$ cat src/rtl/univ_shift_reg.sv
// Universal shift register (hold / shift left / shift right / parallel load)
// advanced by an internal clock-enable divider, with word framing and an LED square wave.
module univ_shift_reg #(
    parameter int WIDTH = 4,
    parameter int DIV   = 100_000_000
) (
    input  logic             clk,
    input  logic             rst,
    input  logic             en,
    input  logic [1:0]       mode,
    input  logic             sin,
    input  logic [WIDTH-1:0] pin,
    output logic             s_out,
    output logic [WIDTH-1:0] pout,
    output logic             tick,
    output logic             word_done,
    output logic             ref_clk
);
    localparam int CW = (DIV > 1) ? $clog2(DIV) : 1;
    localparam int BW = $clog2(WIDTH + 1);
    localparam logic [CW-1:0] DIV_LAST = CW'(DIV - 1);
    localparam logic [BW-1:0] BIT_LAST = BW'(WIDTH - 1);

    localparam logic [1:0] MODE_HOLD  = 2'b00;
    localparam logic [1:0] MODE_LEFT  = 2'b01;
    localparam logic [1:0] MODE_RIGHT = 2'b10;
    localparam logic [1:0] MODE_LOAD  = 2'b11;

    logic [CW-1:0]    div_cnt_q, div_cnt_d;
    logic [WIDTH-1:0] sreg_q, sreg_d;
    logic [BW-1:0]    bit_cnt_q, bit_cnt_d;
    logic             dir_r_q, dir_r_d;
    logic             ref_clk_q, ref_clk_d;
    logic             word_done_q, word_done_d;
    logic             shift_en;

    assign tick = en && (div_cnt_q == DIV_LAST);

    always_comb begin
        div_cnt_d   = div_cnt_q;
        sreg_d      = sreg_q;
        bit_cnt_d   = bit_cnt_q;
        dir_r_d     = dir_r_q;
        ref_clk_d   = ref_clk_q;
        word_done_d = 1'b0;
        shift_en    = 1'b0;

        if (tick) begin
            div_cnt_d = '0;
            ref_clk_d = ~ref_clk_q;
            case (mode)
                MODE_LEFT: begin
                    sreg_d   = {sreg_q[WIDTH-2:0], sin};
                    dir_r_d  = 1'b0;
                    shift_en = 1'b1;
                end
                MODE_RIGHT: begin
                    sreg_d   = {sin, sreg_q[WIDTH-1:1]};
                    dir_r_d  = 1'b1;
                    shift_en = 1'b1;
                end
                MODE_LOAD: begin
                    sreg_d    = pin;
                    bit_cnt_d = '0;
                end
                MODE_HOLD: ;
                default: ;
            endcase
        end else if (en) begin
            div_cnt_d = div_cnt_q + 1'b1;
        end

        // Framing counter keeps running across direction changes; only load/reset re-frame.
        if (shift_en) begin
            if (bit_cnt_q == BIT_LAST) begin
                bit_cnt_d   = '0;
                word_done_d = 1'b1;
            end else begin
                bit_cnt_d = bit_cnt_q + 1'b1;
            end
        end
    end

    always_ff @(posedge clk) begin
        if (rst) begin
            div_cnt_q   <= '0;
            sreg_q      <= '0;
            bit_cnt_q   <= '0;
            dir_r_q     <= 1'b0;
            ref_clk_q   <= 1'b0;
            word_done_q <= 1'b0;
        end else begin
            div_cnt_q   <= div_cnt_d;
            sreg_q      <= sreg_d;
            bit_cnt_q   <= bit_cnt_d;
            dir_r_q     <= dir_r_d;
            ref_clk_q   <= ref_clk_d;
            word_done_q <= word_done_d;
        end
    end

    assign s_out     = dir_r_q ? sreg_q[0] : sreg_q[WIDTH-1];
    assign pout      = sreg_q;
    assign word_done = word_done_q;
    assign ref_clk   = ref_clk_q;
endmodule

$ cat config.mk
export PLATFORM = sky130hd
export DESIGN_NAME = univ_shift_reg
export DESIGN_NICKNAME = d
export VERILOG_FILES = /design/src/rtl/univ_shift_reg.sv
export SDC_FILE = /design/constraint.sdc
export NUM_CORES = 1
export LEC_CHECK = 0
export CORE_MARGIN = 4
export CORE_UTILIZATION = 55
export DETAILED_ROUTE_END_ITERATION = 6
export GPL_TIMING_DRIVEN = 0
export MAX_ROUTING_LAYER = met4
export PLACE_DENSITY = 0.8
export REMOVE_ABC_BUFFERS = 1
export SYNTH_ARGS = -nofsm -noshare
export SYNTH_HDL_FRONTEND = slang
export SYNTH_SLANG_ARGS = --single-unit
$ cat constraint.sdc
create_clock -name clk -period 3.2 [get_ports clk]
set_input_delay 0.64 -clock clk [delete_from_list [all_inputs] [get_ports clk]]
set_output_delay 0.64 -clock clk [all_outputs]
set_load 0.005 [all_outputs]
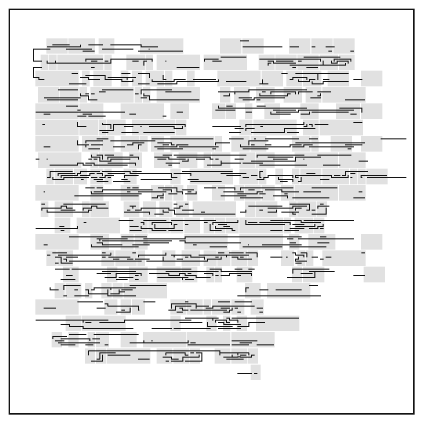
m1.png
Drawn at 6 px/µm. Cells faint in the background.
The layer carries 1830 µm of wire. The wires run mostly horizontal.

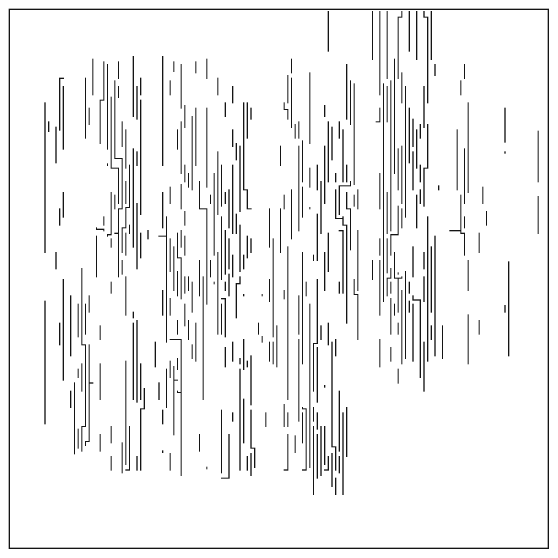
m2.png
Drawn at 8 px/µm.
The layer holds 46% of the routed length. 204 nets have wire on it. The wires run mostly vertical.
DR vias: 1683
overall routed net length: 3790 µm

==> flow_summary.json <==
{
  "clock_area_frac": 0.0239,
  "cp-start-kind": "input pin",
  "ys_cells": 218,
  "overflow": 0,
  "setup_viol": 0,
  "buffers": 18,
  "final-nonclk-buf-share": 0.0827,
  "hold_viol_final": 0,
  "grt_pass1_vias": 1514,
  "drt_first_pass_iters": 4,
  "ys_sh_xor": 0.0591,
  "ant_nets": 0,
  "lay_top_cells": "37 x dfxtp_1, 18 x nor2_1, 17 x clkdlybuf4s50_1, 14 x nand2_1, 13 x a21oi_1",
  "edf_count": 0,
  "syn_avg_cell_area_um2": 8.84,
  "synthTopCellsByArea": "dfxtp_1 38%, o31ai_1 4.3%, nand4_1 3.9%",
  "clk_latency_ns": 0.35,
  "critPathSlowestCell": "clkdlybuf4s50_1",
  "power.internal_uw": 566,
  "hpwl_um": 2610,
  "place_area_um2": 2090,
  "lay_top_count": "dfxtp_1",
  "required_ns": 2.56,
  "inverters": 6,
  "stdcell_count": 278,
  "wl_per_cell_um": 13.6,
  "hp-start": "bit_cnt_q[2]$_SDFFE_PP0P_",
  "worstReg2RegEnd": "div_cnt_q[11]$_SDFFE_PP0P_",
  "finClkSkew_ns": 0.0160,
  "regArea_um2": 741,
  "cpMostUsedCell": "clkdlybuf4s50_1",
  "placementRows": 21,
  "slew_headroom": 0.285,
  "fp_util": 0.573,
  "drv_slew": 0,
  "startpoint": "en",
  "rr_startpoint": "div_cnt_q[0]$_SDFFE_PP0P_",
  "clk-power_uw": 234,
  "top_cell_area_share": 0.384,
  "grt_max_degree": 27,
  "p_leak_uw": 0.000685,
  "yosysMostFrequentCell": "dfxtp_1",
  "finalPower_uw": 744,
  "ys_types": 39,
  "vias_per_cell": 6.05,
  "holdPathStages": 1,
  "path_class": "input pin to output pin",
  "grt.met1_usage": 0.239,
  "swShare": 0.238,
  "critPathArrivalTime_ns": 2.40,
  "drt_iter0_drc": 103,
  "yosysSeqAreaShare": 0.384,
  "clk_pin_slew_ns": 0.10,
  "top_power_group": "registers",
  "antenna_found_initial": 0,
  "worstSetupEndpointType": "output pin",
  "dominant_cells": "multi-input combinational cells",
  "synth-warning-count": 0,
  "post_cts_buffers": 1,
  "ff_type": "dfxtp_1",
  "status": "finished, final reports clean",
  "endpoint": "tick",
  "pwr-share-clk": 0.314,
  "whs_endpoint": "bit_cnt_q[2]$_SDFFE_PP0P_",
  "comb_cells": 163,
  "ctsHtreeMaxLevel": 2,
  "grt_pass1_wl_um": 6580,
  "ys_top_logic_family": "simple AND/OR/NAND/NOR gates",
  "place_inst": 269,
  "flops": 37,
  "ios": 18,
  "nFillCells": 313,
  "pwr-share-seq": 0.627,
  "ys_sh_adder": 0.0325,
  "drive_gt1_frac": 0.0690,
  "die-area_um2": 4510,
  "tool_warnings": 27,
  "fp.dieW_um": 67.2,
  "cts_tree": "built",
  "powerComb_uw": 43.5,
  "seq-power_uw": 467,
  "numCtsBuffers": 5
}
==> critical path: cells and delay by family <==
family | cells | cell delay (ns)
simple gates | 3 | 0.61
buf+inv | 2 | 1.14
==> routing by layer <==
metal | vias up | part of all wire
li1 | 854 | -
met1 | 795 | 0.48
met2 | 27 | 0.46
met3 | 7 | 0.039
met4 | 0 | 0.018
met5 | - | 0
==> per-stage QoR <==
stage           util  setup slack (ns)
2_1_floorplan      -              1.03
3_3_place_gp   0.621            -0.309
3_5_place_dp   0.621            -0.353
4_1_cts        0.638            0.0214
5_1_grt        0.639            0.0564
6_report       0.639             0.160
==> flip-flops by register name (all words and copies together), names as in the netlist <==
signal,flops
ref_clk,1
word_done,1
dir_r_q,1
pout,4
div_cnt_q,27
bit_cnt_q,3
Power and IR drop assume default switching activity.
